File: src/rtl/data_memory_arbiter.sv
//-----------------------------------------------------------------------------
// data_memory_arbiter
//
// Purpose:
//   Shares one single-port synchronous data memory between the CPU memory
//   stage and an external requester (DMA / program loader), one access per
//   cycle. The CPU normally wins. An optional starvation guard bounds how long
//   the external port can be kept waiting. The block stalls the CPU when it
//   loses arbitration. It also tags each read so that the one-cycle-latency
//   return is flagged for the port that issued it.
//
// Build option:
//   ARB_STARVE_GUARD_EN
//     defined   : after STARVE_LIMIT consecutive contended CPU grants, the
//                 external port wins the next contended cycle.
//     undefined : strict CPU priority. No starvation counter is built, and
//                 the external port is granted only when the CPU is idle.
//
// Parameters:
//   STARVE_LIMIT  contended CPU grants before the external port is forced in
//                 (must be >= 1; only used when the guard is built)
//
// Ports:
//   iClk, iRst     clock (rising edge) and asynchronous active-high reset
//   iCpu*          CPU request: req, we, addr, wdata, byte enables
//   oCpuStall      CPU request not granted this cycle
//   oCpuRValid     oCpuRData carries CPU load data this cycle
//   oCpuRData      CPU load data (always iMemRData)
//   iExt*          external request: valid, we, addr, wdata, byte enables
//   oExtReady      external request accepted this cycle
//   oExtRValid     oExtRData carries external read data this cycle
//   oExtRData      external read data (always iMemRData)
//   oMem*          memory request: en, we, addr, wdata, byte enables
//   iMemRData      memory read data, valid the cycle after a read issue
//-----------------------------------------------------------------------------
module data_memory_arbiter #(
  parameter int STARVE_LIMIT = 4
) (
  input  logic        iClk,
  input  logic        iRst,

  input  logic        iCpuReq,
  input  logic        iCpuWe,
  input  logic [31:0] iCpuAddr,
  input  logic [31:0] iCpuWData,
  input  logic [3:0]  iCpuBe,
  output logic        oCpuStall,
  output logic        oCpuRValid,
  output logic [31:0] oCpuRData,

  input  logic        iExtValid,
  output logic        oExtReady,
  input  logic        iExtWe,
  input  logic [31:0] iExtAddr,
  input  logic [31:0] iExtWData,
  input  logic [3:0]  iExtBe,
  output logic        oExtRValid,
  output logic [31:0] oExtRData,

  output logic        oMemEn,
  output logic        oMemWe,
  output logic [31:0] oMemAddr,
  output logic [31:0] oMemWData,
  output logic [3:0]  oMemBe,
  input  logic [31:0] iMemRData
);

  logic       cpuGrant;
  logic       extGrant;

  // Read-return tag: bit 1 marks a CPU read in flight, bit 0 an external read.
  logic [1:0] rdTag_q;
  logic [1:0] rdTag_d;

`ifdef ARB_STARVE_GUARD_EN
  localparam int              CntW   = $clog2(STARVE_LIMIT + 1);
  localparam logic [CntW-1:0] CntMax = CntW'(STARVE_LIMIT);

  logic [CntW-1:0] starveCnt_q;
  logic [CntW-1:0] starveCnt_d;
  logic            extForce;

  // The external port has been passed over STARVE_LIMIT times in a row.
  assign extForce = (starveCnt_q == CntMax);

  // Grant decision. Both grants are held low while reset is asserted, so no
  // memory access can leak out during reset. Under contention the CPU wins
  // unless the starvation counter has reached its limit.
  always_comb begin
    cpuGrant = 1'b0;
    extGrant = 1'b0;
    if (!iRst) begin
      if (iCpuReq && iExtValid) begin
        cpuGrant = !extForce;
        extGrant = extForce;
      end else begin
        cpuGrant = iCpuReq;
        extGrant = iExtValid;
      end
    end
  end

  // Starvation counter next state. It counts contended CPU wins and saturates
  // at the limit. It restarts whenever the external port is served or stops
  // asking.
  always_comb begin
    starveCnt_d = starveCnt_q;
    if (extGrant || !iExtValid) begin
      starveCnt_d = '0;
    end else if (cpuGrant && (starveCnt_q != CntMax)) begin
      starveCnt_d = starveCnt_q + CntW'(1);
    end
  end

  // Starvation counter register.
  always_ff @(posedge iClk or posedge iRst) begin
    if (iRst) begin
      starveCnt_q <= '0;
    end else begin
      starveCnt_q <= starveCnt_d;
    end
  end
`else
  // Strict CPU priority: the external port only gets idle CPU cycles. Grants
  // are held low during reset.
  always_comb begin
    cpuGrant = !iRst && iCpuReq;
    extGrant = !iRst && iExtValid && !iCpuReq;
  end
`endif

  // Route the granted requester onto the memory port. With no grant the
  // command fields are driven to zero, so an idle port never shows a write.
  always_comb begin
    oMemWe    = 1'b0;
    oMemAddr  = '0;
    oMemWData = '0;
    oMemBe    = '0;
    if (extGrant) begin
      oMemWe    = iExtWe;
      oMemAddr  = iExtAddr;
      oMemWData = iExtWData;
      oMemBe    = iExtBe;
    end else if (cpuGrant) begin
      oMemWe    = iCpuWe;
      oMemAddr  = iCpuAddr;
      oMemWData = iCpuWData;
      oMemBe    = iCpuBe;
    end
  end

  assign oMemEn    = cpuGrant | extGrant;
  assign oCpuStall = iCpuReq & ~cpuGrant;
  assign oExtReady = extGrant;

  // A tag bit is set only for a read granted this cycle. Writes and idle
  // cycles clear it, so each read produces exactly one return flag.
  assign rdTag_d = {cpuGrant & ~iCpuWe, extGrant & ~iExtWe};

  // Read-return tag register. Reset clears it asynchronously, so a read
  // issued just before reset is dropped.
  always_ff @(posedge iClk or posedge iRst) begin
    if (iRst) begin
      rdTag_q <= '0;
    end else begin
      rdTag_q <= rdTag_d;
    end
  end

  // Both return buses carry the memory data. The valid flags tell each
  // consumer whether the data belongs to it.
  assign oCpuRValid = rdTag_q[1];
  assign oExtRValid = rdTag_q[0];
  assign oCpuRData  = iMemRData;
  assign oExtRData  = iMemRData;

endmodule
File: config.mk
export PLATFORM = sky130hd
export DESIGN_NAME = data_memory_arbiter
export DESIGN_NICKNAME = d
export VERILOG_FILES = /design/src/rtl/data_memory_arbiter.sv
export SDC_FILE = /design/constraint.sdc
export NUM_CORES = 1
export LEC_CHECK = 0
export CAP_MARGIN = 20
export CORE_AREA = 2 2 120 122
export DETAILED_ROUTE_END_ITERATION = 16
export DIE_AREA = 0 0 122 124
export PLACE_DENSITY = 0.52
export SKIP_LAST_GASP = 1
export SLEW_MARGIN = 20
export SYNTH_ARGS = -nofsm -noshare
export SYNTH_HDL_FRONTEND = slang
export SYNTH_SLANG_ARGS = --single-unit
export TNS_END_PERCENT = 5
File: constraint.sdc
create_clock -name iClk -period 2.8 [get_ports iClk]
set_input_delay 0.42 -clock iClk [delete_from_list [all_inputs] [get_ports iClk]]
set_output_delay 0.42 -clock iClk [all_outputs]
set_load 0.1 [all_outputs]
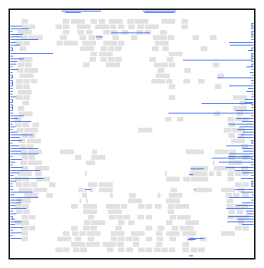
**Above:** run 1 (the metal 3 layer).
(2 px per µm) Cells faint in the background.
longest straight run = 42.3 µm
share of all routed wire = 11%
main direction = horizontal
nets with wire on the layer = 133
wire length on this layer = 929 µm
count of vias placed by the detailed router: 1,984
total routed wirelength: 8214 µm
GR Layer Usage met3: 0.03297

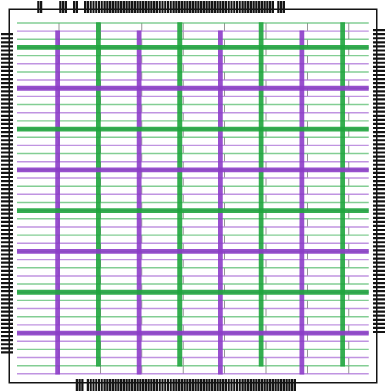
**Above:** run 1 (PDN straps and rails).
(3 px per µm) Pins as bars on the die edge. Tap cells in grey.
green -> VDD
purple -> VSS
met4 straps = 8
met5 straps = 8
vertical extent of the die: 124 µm
horizontal extent of the die: 122 µm
area of the core: 13,720 µm²

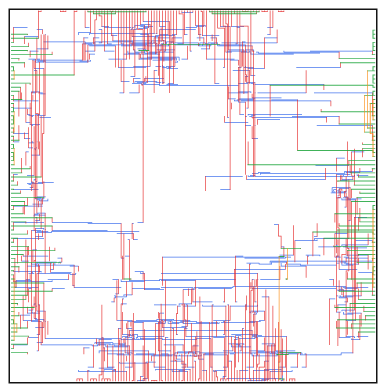
**Above:** run 1 (signal wires by layer).
(3 px per µm)
orange -> metal 4  # wire length 172 µm
blue -> metal 1  # wire length 3,010 µm
red -> metal 2  # wire length 4,110 µm
green -> metal 3  # wire length 929 µm
gr usage total: 0.09824
wire length per cell: 16.90 µm

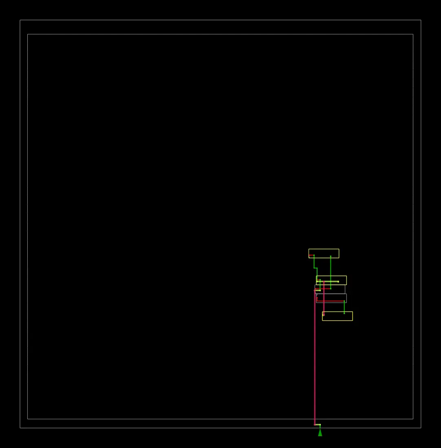
**Above:** run 1 (clock nets).
count of clock tree sinks: 2
reported clock group power: 213 µW
flop count: 2
Clock Buffer Count: 3

==> flow_summary.html, run 1 <==
<!-- implementation run metrics -->
<table>
<tr><th>Metric</th><th>Value</th></tr>
<tr><th colspan="2">Clocking</th></tr>
<tr><td>Clock-pin slew on the worst setup and hold paths</td><td>30 ps</td></tr>
<tr><td>Post-CTS setup buffer count</td><td>0</td></tr>
<tr><td>Buffer levels on the longest clock path</td><td>2</td></tr>
<tr><td>CTS H-tree lvls</td><td>1</td></tr>
<tr><td>Number of buffers created by CTS</td><td>3</td></tr>
<tr><td>Count of instances resized after the clock tree is built</td><td>0</td></tr>
<tr><td>CTS tree</td><td>done</td></tr>
<tr><td>Number of buffers added to fix hold violations after cts</td><td>0</td></tr>
<tr><td>CTS root buf</td><td>clkbuf_16</td></tr>
<tr><th colspan="2">Run</th></tr>
<tr><td>Maxcap violations</td><td>0</td></tr>
<tr><td>OpenROAD warning count</td><td>26</td></tr>
<tr><th colspan="2">Die</th></tr>
<tr><td>Floorplan-stage core utilization</td><td>0.1028</td></tr>
<tr><td>Top-Level Pins</td><td>about 310</td></tr>
<tr><td>Cell Rows</td><td>around 43</td></tr>
<tr><td>Total die size</td><td>between 15,000 and 20,000 µm²</td></tr>
<tr><th colspan="2">Global route</th></tr>
<tr><td>Initial antenna violation count</td><td>0</td></tr>
<tr><td>Number of global-route vias before repair</td><td>between 2,000 and 2,500</td></tr>
<tr><td>Global route total overflow</td><td>0</td></tr>
<tr><td>Grt met2 use</td><td>0.1704</td></tr>
<tr><td>Pin count of the biggest net entering global routing</td><td>roughly 52</td></tr>
<tr><td>Peak-usage layer in the global routing report</td><td>met2</td></tr>
<tr><td>Wire length of the first global-routing pass</td><td>about 11,000 µm</td></tr>
<tr><td>GR met1 Demand/Resource</td><td>0.1130</td></tr>
<tr><th colspan="2">Logic synthesis</th></tr>
<tr><td>Mux share</td><td>0</td></tr>
<tr><td>Netlist cell types</td><td>12</td></tr>
<tr><td>Mapped Cells</td><td>around 170</td></tr>
<tr><td>Synth warn</td><td>0</td></tr>
<tr><td>Register share after synthesis</td><td>0.03549</td></tr>
<tr><td>Adders+Majority by Area</td><td>0</td></tr>
<tr><td>AND/OR/NAND/NOR Cells, Area Fraction</td><td>0.03106</td></tr>
<tr><td>Main logic family</td><td>AND-OR/OR-AND gates</td></tr>
<tr><td>AO/OA Area Share</td><td>0.4898</td></tr>
<tr><td>Average footprint of a synthesized cell</td><td>around 8.3 µm²</td></tr>
<tr><td>Flops after synth</td><td>2</td></tr>
<tr><td>Cells in synth_stat.txt</td><td>169</td></tr>
<tr><td>Area of the mapped netlist</td><td>1410 µm²</td></tr>
<tr><td>Post-synthesis xor/xnor area fraction</td><td>0</td></tr>
<tr><td>Synthesis area per yosys</td><td>1410 µm²</td></tr>
<tr><td>Nets in the synthesized netlist</td><td>around 340</td></tr>
<tr><th colspan="2">Finish</th></tr>
<tr><td>Total inserted antenna cells</td><td>0</td></tr>
<tr><td>Area overhead of the layout relative to synthesis</td><td>187.8%</td></tr>
<tr><td>Register bank with the most flops</td><td>rdTag_q</td></tr>
<tr><td>Max FFs per register</td><td>2</td></tr>
<tr><td>Final net count</td><td>482</td></tr>
<tr><td>Commonest Layout Cell</td><td>clkdlybuf4s50_1</td></tr>
<tr><td>Post-layout instance area</td><td>between 4000 and 5000 µm²</td></tr>
<tr><td>Share of layout cells above drive strength 1</td><td>0.2810</td></tr>
<tr><td>Registers with the most flip-flops</td><td>rdTag_q (2)</td></tr>
<tr><td>Count of fill cells added during filler insertion</td><td>roughly 1,400</td></tr>
<tr><td>Top Layout Cells</td><td>clkdlybuf4s50_1 (141), buf_12 (75), a32o_1 (69), buf_4 (5), nor2_1 (4)</td></tr>
<tr><th colspan="2">Detailed routing</th></tr>
<tr><td>Detailed-routing iteration count for the pre-antenna-repair pass</td><td>4</td></tr>
<tr><td>Drt first-iter violations</td><td>70</td></tr>
<tr><td>Tally of nets with antenna violations remaining after routing</td><td>0</td></tr>
<tr><td>Vias/cell</td><td>4.082</td></tr>
<tr><td>Post-route DRC violation count</td><td>0</td></tr>
<tr><th colspan="2">Placed design</th></tr>
<tr><td>GPL Wtd Cong</td><td>a little under 0.7</td></tr>
<tr><td>Detailed-placement wirelength estimate</td><td>between 6000 and 7000 µm</td></tr>
<tr><td>Instance area at placement</td><td>between 3000 and 4000 µm²</td></tr>
<tr><td>Placement Setup Slack</td><td>382.7 ps</td></tr>
<tr><td>Count of port buffers added during placement</td><td>between 200 and 250</td></tr>
<tr><th colspan="2">Power and ir drop</th></tr>
<tr><td>Power per Cell Area</td><td>329.7 nW/µm²</td></tr>
<tr><td>Leakage power summed over all cells</td><td>~1.5 nW</td></tr>
<tr><td>Maximum vdd ir drop</td><td>around 0.17 mV</td></tr>
<tr><th colspan="2">Critical path</th></tr>
<tr><td>Worst Path Arrival</td><td>1970 ps</td></tr>
<tr><td>Critical path startpoint category</td><td>input pin</td></tr>
<tr><td>Crit path capture type</td><td>output port</td></tr>
<tr><td>Largest fanout on the critical path</td><td>a little over 50</td></tr>
<tr><td>Type of the setup path with the least slack</td><td>input pin to output port</td></tr>
<tr><td>Required time reported for the critical path endpoint</td><td>2380 ps</td></tr>
<tr><th colspan="2">Status</th></tr>
<tr><td>Outcome</td><td>complete, no violations</td></tr>
<tr><th colspan="2">Timing</th></tr>
<tr><td>Share of the cycle needed by the critical path after routing</td><td>0.8539</td></tr>
<tr><td>Worst slew slack as a fraction of its limit</td><td>0.7337</td></tr>
<tr><td>Setup TNS</td><td>0 ps</td></tr>
<tr><td>Worst slack on hold paths</td><td>651.0 ps</td></tr>
<tr><td>RSZ-0062 raised after global routing</td><td>false</td></tr>
<tr><td>Final worst-path setup slack</td><td>409.1 ps</td></tr>
<tr><td>Pin slew with the least headroom to its limit</td><td>roughly 400 ps</td></tr>
<tr><td>Endpoints failing setup</td><td>0</td></tr>
<tr><td>Number of max-slew violations in the final report</td><td>0</td></tr>
<tr><td>Top achievable clock speed</td><td>roughly 420 MHz</td></tr>
<tr><td>Number of hold violations in the final report</td><td>0</td></tr>
<tr><td>Min Tclk post-route</td><td>approximately 2400 ps</td></tr>
<tr><th colspan="2">Worst hold path</th></tr>
<tr><td>Type of the worst min-delay path</td><td>input pin to asynchronous set/reset pin</td></tr>
</table>
run 1: stage by stage:
step | power [mW] | util | instances
2_1_floorplan | 1.040 | - | 169
3_3_place_gp | 1.127 | 0.2903 | 483
3_5_place_dp | 1.131 | 0.2903 | 483
4_1_cts | 1.350 | 0.2958 | 486
5_1_grt | 1.379 | 0.2958 | 486
6_report | 1.338 | 0.2958 | 486
run 1: kinds of logic (layout without fill, tap and decap cells):
logic type / Yosys count / after routing
and+or+nand+nor: 9 / 9
AOI/OAI and AO/OA: 69 / 69
DFF: 2 / 2
buffers and inverters: 89 / 226
run 1: worst paths after layout:
check / from / endpoint / slack (ps) / cells past startpoint
worst max-delay path: iRst / oMemBe[3] / 410 / 5
worst min-delay path: iRst / rdTag_q[1] / 650 / 2
max in group asynchronous: iRst / rdTag_q[0] / 2000 / 2
min in group iClk: iCpuWe / rdTag_q[1] / 800 / 2
run 1: Yosys cell counts:
| library cell | number | share of area |
|---|---|---|
| nor2_1 | 4 | 0.011 |
| a32o_1 | 69 | 0.49 |
| buf_6 | 5 | 0.040 |
| clkbuf_1 | 7 | 0.019 |
| buf_4 | 64 | 0.34 |
| inv_2 | 1 | 0.0027 |
| dfrtp_1 | 2 | 0.035 |
| nor3_1 | 2 | 0.0071 |
| buf_2 | 11 | 0.039 |
| nor2b_1 | 2 | 0.0089 |
| inv_1 | 1 | 0.0027 |
| nand2b_1 | 1 | 0.0044 |
run 1: cell type report:
type                       instances  area (µm²)  area share
timing repair buffer             221        2950      0.7271
multi-input combinational         78       749.5      0.1847
tap                              180       225.2     0.05550
clock buffer                       3       75.07     0.01850
sequential                         2       50.05     0.01233
inverter                           2       7.507    0.001850
run 1: worst max-delay path: stages:
cell and delay [ps]:
clkdlybuf4s50_1 580, nor2b_4 210, buf_12 240, a32o_1 280, buf_12 190
run 1: where the power goes:
group / switching (mW) / internal, mW
Sequential: 0.000217 / 0.0300
Combinational: 0.632 / 0.463
Clock: 0.0311 / 0.182
run 1: metal layers:
layer  up-vias  share of wire
met5         -              0
met4         0          0.021
met3        27           0.11
met2       134           0.50
met1       922           0.37
li1        901              -
==> inputs of run 2 (changes only) <==
TNS_END_PERCENT = unset   (was 5)
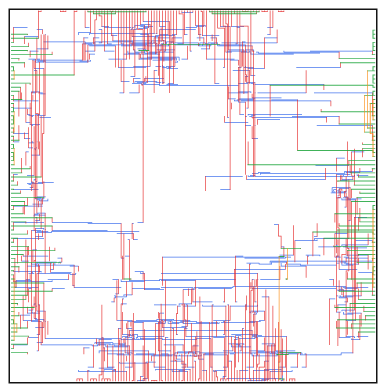
**Above:** run 2 (signal wires by layer).
(3 px per µm)
green -> metal 3  # wire length 929 µm
blue -> metal 1  # wire length 3,010 µm
orange -> metal 4  # wire length 172 µm
red -> metal 2  # wire length 4,110 µm

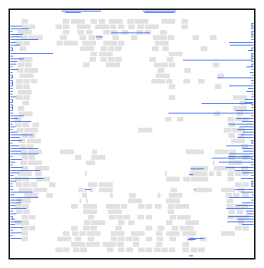
**Above:** run 2 (the metal 3 layer).
(2 px per µm) Cells faint in the background.
longest straight run = 42.3 µm
wire length on this layer = 929 µm
nets with wire on the layer = 133

==> flow_summary.html, run 2 <==
<!-- implementation run metrics -->
<table>
<tr><th>Metric</th><th>Value</th></tr>
<tr><th colspan="2">Status</th></tr>
<tr><td>Outcome</td><td>complete, no violations</td></tr>
<tr><th colspan="2">Die</th></tr>
<tr><td>Total die size</td><td>15,130 µm² (unchanged)</td></tr>
<tr><td>Horizontal extent of the die</td><td>122 µm (unchanged)</td></tr>
<tr><td>Area of the core</td><td>13,720 µm² (unchanged)</td></tr>
<tr><td>Vertical extent of the die</td><td>124 µm (unchanged)</td></tr>
<tr><td>Floorplan-stage core utilization</td><td>0.1028 (unchanged)</td></tr>
<tr><td>Cell Rows</td><td>43 (unchanged)</td></tr>
<tr><td>Top-Level Pins</td><td>312 (unchanged)</td></tr>
<tr><th colspan="2">Critical path</th></tr>
<tr><td>Worst Path Arrival</td><td>1970 ps (about the same)</td></tr>
<tr><td>Required time reported for the critical path endpoint</td><td>2380 ps (about the same)</td></tr>
<tr><td>Count of buffer and inverter cells on the critical path</td><td>3 (unchanged)</td></tr>
<tr><td>Slowest stage cell on the critical path</td><td>clkdlybuf4s50_1</td></tr>
<tr><td>Gate family responsible for the most delay along the worst path</td><td>buffers and inverters</td></tr>
<tr><td>Critical path startpoint category</td><td>input pin</td></tr>
<tr><td>Largest fanout on the critical path</td><td>51 (unchanged)</td></tr>
<tr><td>Crit path capture type</td><td>output port</td></tr>
<tr><td>Cells along the critical path</td><td>clkdlybuf4s50_1 -&gt; nor2b_4 -&gt; buf_12 -&gt; a32o_1 -&gt; buf_12</td></tr>
<tr><td>Most used cell, CP</td><td>buf_12</td></tr>
<tr><td>Delay of the slowest critical-path stage</td><td>580 ps (about the same)</td></tr>
<tr><td>Type of the setup path with the least slack</td><td>input pin to output port</td></tr>
<tr><th colspan="2">Clocking</th></tr>
<tr><td>Number of buffers added to fix hold violations after cts</td><td>0 (unchanged)</td></tr>
<tr><td>CTS root buf</td><td>clkbuf_16</td></tr>
<tr><td>Post-CTS setup buffer count</td><td>0 (unchanged)</td></tr>
<tr><td>Number of buffers created by CTS</td><td>3 (unchanged)</td></tr>
<tr><td>Clock-pin slew on the worst setup and hold paths</td><td>30 ps (about the same)</td></tr>
<tr><td>CTS tree</td><td>done</td></tr>
<tr><td>Count of clock tree sinks</td><td>2 (unchanged)</td></tr>
<tr><td>Count of instances resized after the clock tree is built</td><td>0 (unchanged)</td></tr>
<tr><td>Buffer levels on the longest clock path</td><td>2 (unchanged)</td></tr>
<tr><td>CTS H-tree lvls</td><td>1 (unchanged)</td></tr>
<tr><th colspan="2">Finish</th></tr>
<tr><td>Area overhead of the layout relative to synthesis</td><td>187.8% (unchanged)</td></tr>
<tr><td>Max FFs per register</td><td>2 (unchanged)</td></tr>
<tr><td>Count of fill cells added during filler insertion</td><td>1,422 (unchanged)</td></tr>
<tr><td>Registers with the most flip-flops</td><td>rdTag_q (2)</td></tr>
<tr><td>Final net count</td><td>482 (unchanged)</td></tr>
<tr><td>Post-layout instance area</td><td>4058 µm² (unchanged)</td></tr>
<tr><td>Top Layout Cells</td><td>clkdlybuf4s50_1 (141), buf_12 (75), a32o_1 (69), buf_4 (5), nor2_1 (4)</td></tr>
<tr><td>Register bank with the most flops</td><td>rdTag_q</td></tr>
<tr><td>Commonest Layout Cell</td><td>clkdlybuf4s50_1</td></tr>
<tr><td>Total inserted antenna cells</td><td>0 (unchanged)</td></tr>
<tr><td>Share of layout cells above drive strength 1</td><td>0.2810 (unchanged)</td></tr>
<tr><th colspan="2">Detailed routing</th></tr>
<tr><td>Count of vias placed by the detailed router</td><td>1,984 (unchanged)</td></tr>
<tr><td>Wire length per cell</td><td>16.90 µm (unchanged)</td></tr>
<tr><td>Vias/cell</td><td>4.082 (unchanged)</td></tr>
<tr><td>Post-route DRC violation count</td><td>0 (unchanged)</td></tr>
<tr><td>Detailed-routing iteration count for the pre-antenna-repair pass</td><td>4 (unchanged)</td></tr>
<tr><td>Drt first-iter violations</td><td>70 (unchanged)</td></tr>
<tr><td>Total routed wirelength</td><td>8214 µm (unchanged)</td></tr>
<tr><td>Tally of nets with antenna violations remaining after routing</td><td>0 (unchanged)</td></tr>
<tr><th colspan="2">Logic synthesis</th></tr>
<tr><td>Post-synth top cells</td><td>a32o_1 (69), buf_4 (64), buf_2 (11), clkbuf_1 (7), buf_6 (5)</td></tr>
<tr><td>Top cells by area, synth</td><td>a32o_1 (49%), buf_4 (34%), buf_6 (4.0%)</td></tr>
<tr><td>Register share after synthesis</td><td>0.03549 (unchanged)</td></tr>
<tr><td>Area of the mapped netlist</td><td>1410 µm² (unchanged)</td></tr>
<tr><td>Count leader, synth</td><td>a32o_1</td></tr>
<tr><td>Fraction of synthesized cell area taken by the top area cell type</td><td>0.4898 (unchanged)</td></tr>
<tr><td>Mapped Cells</td><td>169 (unchanged)</td></tr>
<tr><td>Synth warn</td><td>0 (unchanged)</td></tr>
<tr><td>Cells in synth_stat.txt</td><td>169 (unchanged)</td></tr>
<tr><td>Average footprint of a synthesized cell</td><td>8.344 µm² (unchanged)</td></tr>
<tr><td>Netlist cell types</td><td>12 (unchanged)</td></tr>
<tr><td>Nets in the synthesized netlist</td><td>343 (unchanged)</td></tr>
<tr><td>Post-synth top flop</td><td>dfrtp_1</td></tr>
<tr><td>Fraction of registers with async set/reset</td><td>1.000 (unchanged)</td></tr>
<tr><td>Number of enable flip-flop cells</td><td>0 (unchanged)</td></tr>
<tr><td>Cell taking the most area after synthesis</td><td>a32o_1</td></tr>
<tr><td>Synthesis area per yosys</td><td>1410 µm² (unchanged)</td></tr>
<tr><td>Flops after synth</td><td>2 (unchanged)</td></tr>
<tr><th colspan="2">Timing</th></tr>
<tr><td>Number of max-slew violations in the final report</td><td>0 (unchanged)</td></tr>
<tr><td>Share of the cycle needed by the critical path after routing</td><td>0.8539 (unchanged)</td></tr>
<tr><td>Number of hold violations in the final report</td><td>0 (unchanged)</td></tr>
<tr><td>Pin slew with the least headroom to its limit</td><td>399.4 ps (unchanged)</td></tr>
<tr><td>Endpoints failing setup</td><td>0 (unchanged)</td></tr>
<tr><td>Top achievable clock speed</td><td>418.3 MHz (unchanged)</td></tr>
<tr><td>Min Tclk post-route</td><td>2391 ps (unchanged)</td></tr>
<tr><td>RSZ-0062 raised after global routing</td><td>false</td></tr>
<tr><td>Worst slew slack as a fraction of its limit</td><td>0.7337 (unchanged)</td></tr>
<tr><td>Setup TNS</td><td>0 ps (unchanged)</td></tr>
<tr><th colspan="2">Run</th></tr>
<tr><td>OpenROAD warning count</td><td>26 (unchanged)</td></tr>
<tr><td>Maxcap violations</td><td>0 (unchanged)</td></tr>
<tr><th colspan="2">Global route</th></tr>
<tr><td>Global route total overflow</td><td>0 (unchanged)</td></tr>
<tr><td>Number of global-route vias before repair</td><td>2,070 (unchanged)</td></tr>
<tr><td>Wire length of the first global-routing pass</td><td>11,490 µm (unchanged)</td></tr>
<tr><td>Pin count of the biggest net entering global routing</td><td>52 (unchanged)</td></tr>
<tr><td>Gr usage total</td><td>0.09824 (unchanged)</td></tr>
<tr><td>Initial antenna violation count</td><td>0 (unchanged)</td></tr>
<tr><th colspan="2">Power and ir drop</th></tr>
<tr><td>Power per Cell Area</td><td>329.7 nW/µm² (unchanged)</td></tr>
<tr><td>Total power of the final layout</td><td>1.338 mW (unchanged)</td></tr>
<tr><td>Maximum vdd ir drop</td><td>0.1671 mV (unchanged)</td></tr>
<tr><td>Leakage power summed over all cells</td><td>1.471 nW (unchanged)</td></tr>
<tr><th colspan="2">Placed design</th></tr>
<tr><td>Instance area at placement</td><td>3983 µm² (unchanged)</td></tr>
<tr><td>GPL Wtd Cong</td><td>0.6731 (unchanged)</td></tr>
<tr><td>Detailed-placement wirelength estimate</td><td>6717 µm (unchanged)</td></tr>
<tr><td>Count of port buffers added during placement</td><td>215 (unchanged)</td></tr>
<tr><th colspan="2">Worst hold path</th></tr>
<tr><td>Type of the worst min-delay path</td><td>input pin to asynchronous set/reset pin</td></tr>
</table>
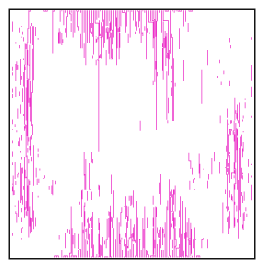
**Above:** run 2 (metal 2).
(2 px per µm)
longest straight run = 54.4 µm
wire length on this layer = 4,110 µm
nets with wire on the layer = 427
main direction = vertical
share of all routed wire = 50%
grt met2 use: 0.1704

run 2: where the power goes:
group,internal (mW),switching (mW)
clock,0.182,0.0311
combinational,0.463,0.632
sequential,0.0300,0.000217
total,0.675,0.663
run 2: cell type report:
| type | instances | area, µm² | area share |
|---|---|---|---|
| Sequential cell | 2 | 50.05 | 0.01233 |
| Inverter | 2 | 7.507 | 0.001850 |
| Tap cell | 180 | 225.2 | 0.05550 |
| Clock buffer | 3 | 75.07 | 0.01850 |
| Multi-Input combinational cell | 78 | 749.5 | 0.1847 |
| Timing Repair Buffer | 221 | 2950 | 0.7271 |
run 2: stage by stage:
stage               worst slack, ps  cells  utilization  hold WS, ps
floorplan                     459.0    169            -        169.7
global placement              389.8    483       0.2903        841.1
detailed placement            382.7    483       0.2903        841.1
CTS                           376.8    486       0.2958        672.2
global route                  298.5    486       0.2958        711.9
finish                        409.1    486       0.2958        651.0
run 2: logic make-up after synthesis:
logic type / share of synthesized area
flops: 0.03549
buf+inv: 0.4436
simple gates: 0.03105
compound gates: 0.4898
run 2: worst paths after layout:
| kind | from | to | cells past startpoint |
|---|---|---|---|
| max in group asynchronous | iRst | rdTag_q[0] | 2 |
| min in group iClk | iCpuWe | rdTag_q[1] | 2 |
| hold / removal | iRst | rdTag_q[1] | 2 |
| setup / recovery | iRst | oMemBe[3] | 5 |
run 2: routing by layer:
metal	up-vias	track usage	share of wire
li1	901	-	-
met1	922	0.1130	0.37
met2	134	0.1704	0.50
met3	27	0.03297	0.11
met4	0	0.03376	0.021
met5	-	0	0
Power is estimated from default activity; no workload was simulated.
